### src/rtl/uart_ctrl_pkg.sv
// Shared types and default sizing for the UART control blocks.
package uart_ctrl_pkg;

  localparam int unsigned DefaultNumReq   = 4;
  localparam int unsigned DefaultDataBits = 8;

  typedef enum logic [1:0] {
    ARB_IDLE,
    ARB_START,
    ARB_BUSY
  } arb_state_t;

endpackage

### src/rtl/rr_pick.sv
// Combinational round-robin picker: first asserted req scanning last+1, last+2, ... modulo N.
module rr_pick #(
  parameter int unsigned N  = 4,
  parameter int unsigned IW = (N > 1) ? $clog2(N) : 1
) (
  input  logic [N-1:0]  req,
  input  logic [IW-1:0] last,
  output logic          valid,
  output logic [IW-1:0] idx,
  output logic [N-1:0]  onehot
);

  always_comb begin
    int unsigned j;
    logic [N-1:0] rot;
    valid  = 1'b0;
    idx    = '0;
    onehot = '0;
    j      = 0;
    rot    = '0;
    for (int unsigned k = 1; k <= N; k++) begin
      j   = (32'(last) + k) % N;
      rot = req >> j;
      if (!valid && rot[0]) begin
        valid  = 1'b1;
        idx    = IW'(j);
        onehot = N'(1) << j;
      end
    end
  end

endmodule

### src/rtl/uart_tx_arbiter.sv
// Round-robin arbiter sharing one UART transmitter; runs the Transmit_Start / Tx_Busy handshake.
module uart_tx_arbiter
  import uart_ctrl_pkg::*;
#(
  parameter int unsigned NUM_REQ       = DefaultNumReq,
  parameter int unsigned DATA_BITS     = DefaultDataBits,
  parameter int unsigned START_TIMEOUT = 64,
  localparam int unsigned IdW          = (NUM_REQ > 1) ? $clog2(NUM_REQ) : 1,
  localparam int unsigned CntW         = $clog2(START_TIMEOUT + 1)
) (
  input  logic                           Clk,
  input  logic                           Rst,
  input  logic [NUM_REQ-1:0]             Req,
  input  logic [NUM_REQ*DATA_BITS-1:0]   Req_Data,
  output logic [NUM_REQ-1:0]             Grant,
  output logic [NUM_REQ-1:0]             Done,
  output logic [DATA_BITS-1:0]           Tx_Data,
  output logic                           Transmit_Start,
  input  logic                           Tx_Busy,
  input  logic                           BIST_Busy,
  output logic [IdW-1:0]                 Active_Id,
  output logic                           Timeout_Err
);

  arb_state_t           state_q, state_d;
  logic [CntW-1:0]      cnt_q, cnt_d;
  logic [IdW-1:0]       last_q, last_d;
  logic [IdW-1:0]       id_q, id_d;
  logic [DATA_BITS-1:0] tx_data_q, tx_data_d;
  logic [NUM_REQ-1:0]   grant_q, grant_d;
  logic [NUM_REQ-1:0]   done_q, done_d;
  logic                 start_q, start_d;
  logic                 err_q, err_d;

  logic                 pick_valid;
  logic [IdW-1:0]       pick_idx;
  logic [NUM_REQ-1:0]   pick_onehot;

  rr_pick #(
    .N  (NUM_REQ),
    .IW (IdW)
  ) u_pick (
    .req    (Req),
    .last   (last_q),
    .valid  (pick_valid),
    .idx    (pick_idx),
    .onehot (pick_onehot)
  );

  always_comb begin
    state_d   = state_q;
    cnt_d     = cnt_q;
    last_d    = last_q;
    id_d      = id_q;
    tx_data_d = tx_data_q;
    grant_d   = grant_q;
    done_d    = '0;
    start_d   = start_q;
    err_d     = err_q;
    unique case (state_q)
      ARB_IDLE: begin
        if (pick_valid && !Tx_Busy && !BIST_Busy) begin
          state_d   = ARB_START;
          tx_data_d = Req_Data[32'(pick_idx) * DATA_BITS +: DATA_BITS];
          grant_d   = pick_onehot;
          id_d      = pick_idx;
          start_d   = 1'b1;
          cnt_d     = '0;
        end
      end
      ARB_START: begin
        if (Tx_Busy) begin
          start_d = 1'b0;
          state_d = ARB_BUSY;
        end else if (cnt_q == CntW'(START_TIMEOUT - 1)) begin
          // UART never acknowledged: drop the transfer without a Done pulse.
          start_d = 1'b0;
          grant_d = '0;
          err_d   = 1'b1;
          last_d  = id_q;
          state_d = ARB_IDLE;
        end else begin
          cnt_d = cnt_q + 1'b1;
        end
      end
      ARB_BUSY: begin
        if (!Tx_Busy) begin
          done_d  = grant_q;
          grant_d = '0;
          last_d  = id_q;
          state_d = ARB_IDLE;
        end
      end
      default: state_d = ARB_IDLE;
    endcase
  end

  always_ff @(posedge Clk) begin
    if (Rst) begin
      state_q   <= ARB_IDLE;
      cnt_q     <= '0;
      last_q    <= IdW'(NUM_REQ - 1);
      id_q      <= '0;
      tx_data_q <= '0;
      grant_q   <= '0;
      done_q    <= '0;
      start_q   <= 1'b0;
      err_q     <= 1'b0;
    end else begin
      state_q   <= state_d;
      cnt_q     <= cnt_d;
      last_q    <= last_d;
      id_q      <= id_d;
      tx_data_q <= tx_data_d;
      grant_q   <= grant_d;
      done_q    <= done_d;
      start_q   <= start_d;
      err_q     <= err_d;
    end
  end

  assign Grant          = grant_q;
  assign Done           = done_q;
  assign Tx_Data        = tx_data_q;
  assign Transmit_Start = start_q;
  assign Active_Id      = id_q;
  assign Timeout_Err    = err_q;

endmodule
### config.mk
export PLATFORM = sky130hd
export DESIGN_NAME = uart_tx_arbiter
export DESIGN_NICKNAME = d
export VERILOG_FILES = /design/src/rtl/uart_ctrl_pkg.sv /design/src/rtl/rr_pick.sv /design/src/rtl/uart_tx_arbiter.sv
export SDC_FILE = /design/constraint.sdc
export NUM_CORES = 1
export LEC_CHECK = 0
export CAP_MARGIN = 20
export CORE_UTILIZATION = 48
export DETAILED_ROUTE_END_ITERATION = 8
export PLACE_DENSITY = 0.81
export SYNTH_ARGS = -nofsm -noshare
export SYNTH_HDL_FRONTEND = slang
export SYNTH_SLANG_ARGS = --single-unit
### constraint.sdc
create_clock -name Clk -period 4 [get_ports Clk]
set_input_delay 0.8 -clock Clk [delete_from_list [all_inputs] [get_ports Clk]]
set_output_delay 0.8 -clock Clk [all_outputs]
set_load 0.005 [all_outputs]
run_1/clocks.png
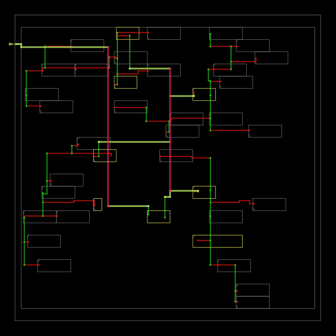
Clock group: 0.319 mW
Flops: 31

run_1/io_fan.png
Scale: 6 px per um.
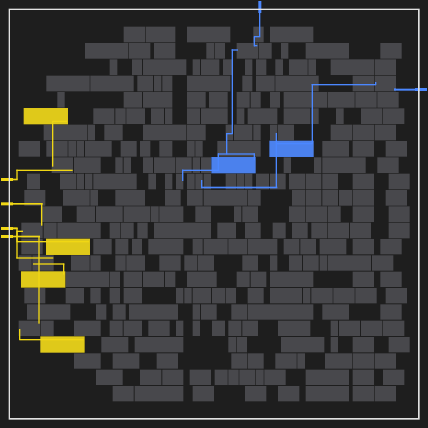
Yellow stands for Done, bits 4, direction output, edge left, end cells 4, buffers 4, wire 93.6 um. Blue stands for Active_Id, bits 2, direction output, edge 1 right, 1 top, end cells 2, buffers 2, wire 96.6 um.
# IOs: 60
Port-buffer cells: 59

run_1/flops_by_reg.png
Scale: 4 px per um. Other sequential cells in the stronger grey, the rest of the logic in the fainter grey.
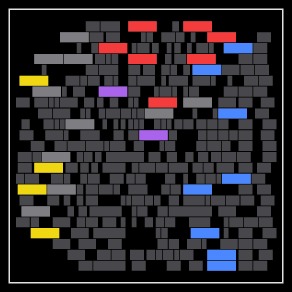
Red stands for cnt_q, sequential cells 7, where top centre. Purple stands for last_q, sequential cells 2. Yellow stands for Done, sequential cells 4. Blue stands for Tx_Data, sequential cells 8.
Another 10 sequential cells are not coloured.
sequential share of cell area: 0.219
Flop area: 621 um^2
Util after Layout: 0.694
Seq. pwr: 0.344 mW

==> impl_metrics.toml, run 1 <==
# synthesis and place-and-route metrics
[outcome]
status = "finished, final reports clean"

[synthesis]
edf_count = 0
synth_chip_area_um2 = 2090
ys_sh_xor = 0.0167
synth_flops = 31
most_common_cell = "dfxtp_1"
fa_ha_area_frac = 0.0658
netlist.area_leader.share = 0.297
largest_area_cell = "dfxtp_1"
synth-main-ff-cell = "dfxtp_1"
logic_family = "AND-OR/OR-AND gates"
syn_inst = 236
ys_sh_aoi = 0.251
syn-num-nets = 287
ys_sh_mux = 0.112

[cells_and_area]
lay_top_cells = "clkdlybuf4s50_1 (59), dfxtp_1 (31), nor2_1 (22)"
largest_register_ffs = 8
drive_gt1_frac = 0.0976
layout_top_cell = "clkdlybuf4s50_1"
nClkBuffers = 6
largest_class = "combinational gates"

[detailed_routing]
route.detailed.drc = 0
ant_nets = 0
drt_iter0_markers = 89
num_vias = 1995
top_layer = "met4"
wire_per_inst_um = 14.7
drt-met1-wl_um = 2350

[hold_path]
min_from = "Timeout_Err$_SDFFE_PP0P_"
hold_class = "reg2reg"

[critical_path]
crit_path_start = "Req[3]"
path_max_fanout = 16
crit_type = "in2reg"
critPathCapture = "Tx_Data[5]$_SDFFE_PP0P_"
cpMaxStageDelayCell = "mux4_1"
worstPathArrival_ps = 3400
cp-end-kind = "flop"
required_ps = 4160
crit_family = "multiplexers"
slowest_delay_ps = 810

[clocking]
htreeDepth = 2
cts_tree = "done"
cts.root.buffer_cell = "clkbuf_8"
ctsHoldBuffers = 0

[power]
netSwitchingFraction = 0.280
power_mw = 0.926
comb-power_mw = 0.264
switchingPower_mw = 0.260
p_leak_nw = 1.12

[final_timing]
period_minus_slack_ps = 3240
finalHoldViolCount = 0
maxSlewViolCount = 0
setup_ws_ps = 756
skew_ps = 4.76

[die]
core_area_um2 = 4090
die_area_um2 = 4630
taps = 50
initial_utilization = 0.512

[global_route]
busiest_layer = "met2"
track_usage = 0.223
grt_remaining_overflow = 0
grt_pass1_wl_um = 7800
grt.met3_usage = 0.0517

[job]
cap_violations = 0
run_1/wires.png
Scale: 6 px per um.
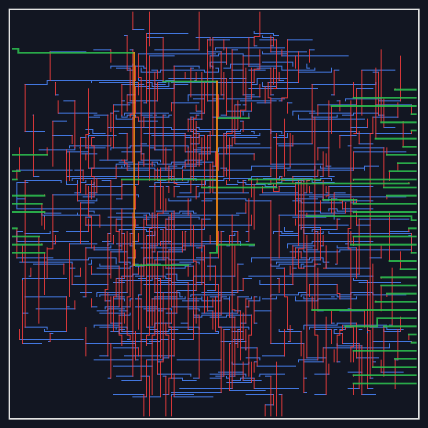

==> run 1 -> run 2 <==
==> constraint.sdc (replaced) <==
create_clock -name Clk -period 3 [get_ports Clk]
set_input_delay 0.6 -clock Clk [delete_from_list [all_inputs] [get_ports Clk]]
set_output_delay 0.6 -clock Clk [all_outputs]
set_load 0.005 [all_outputs]
run_2/wires.png
Scale: 6 px per um.
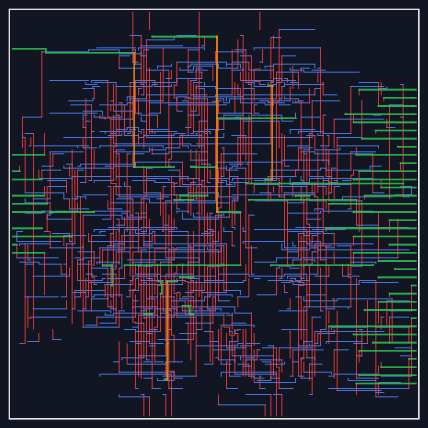
Blue stands for metal 1, wire length 2350 um. Orange stands for metal 4, wire length 80.2 um. Red stands for metal 2, wire length 2440 um. Green stands for metal 3, wire length 506 um.
via count: 2114
mean routed wirelength per cell: 14.6 um
final wirelength: 5370 um
total track usage: 0.244

==> impl_metrics.toml, run 2 <==
# synthesis and place-and-route metrics
[synthesis]
syn-num-nets = 287
most_common_cell = "dfxtp_1"
synth-main-ff-cell = "dfxtp_1"
fa_ha_area_frac = 0.0658
largest_area_cell = "dfxtp_1"
ys_sh_aoi = 0.251
syn_inst = 236
edf_count = 0

[cells_and_area]
nClkBuffers = 7
ff_latch_area_um2 = 621
largest_class = "combinational gates"
lay_top_cells = "clkdlybuf4s50_1 (59), dfxtp_1 (31), buf_4 (28)"
flops = 31
drive_gt1_frac = 0.160
sh_seq_area = 0.208

[outcome]
status = "finished, final reports clean"

[final_timing]
skew_ps = 4.83
setup_ws_ps = 251
finalHoldViolCount = 0
maxSlewViolCount = 0

[detailed_routing]
drt-met1-wl_um = 2350
ant_nets = 0
drt_iter0_markers = 152

[die]
initial_utilization = 0.512
taps = 50

[critical_path]
slowest_delay_ps = 690
critPathCapture = "Tx_Data[7]$_SDFFE_PP0P_"
crit_type = "in2reg"
worstPathArrival_ps = 2910
required_ps = 3170
crit_path_start = "Req[3]"

[hold_path]
hold_class = "reg2reg"
min_from = "Tx_Data[5]$_SDFFE_PP0P_"

[power]
comb-power_mw = 0.391
clk-power_mw = 0.372
p_leak_nw = 1.22
p_seq_mw = 0.458

[job]
cap_violations = 0

[clocking]
cts.root.buffer_cell = "clkbuf_8"
ctsHoldBuffers = 0

[global_route]
grt_remaining_overflow = 0
grt_pass1_wl_um = 8560

[place]
port_buffers = 59
Power and IR drop assume default switching activity.
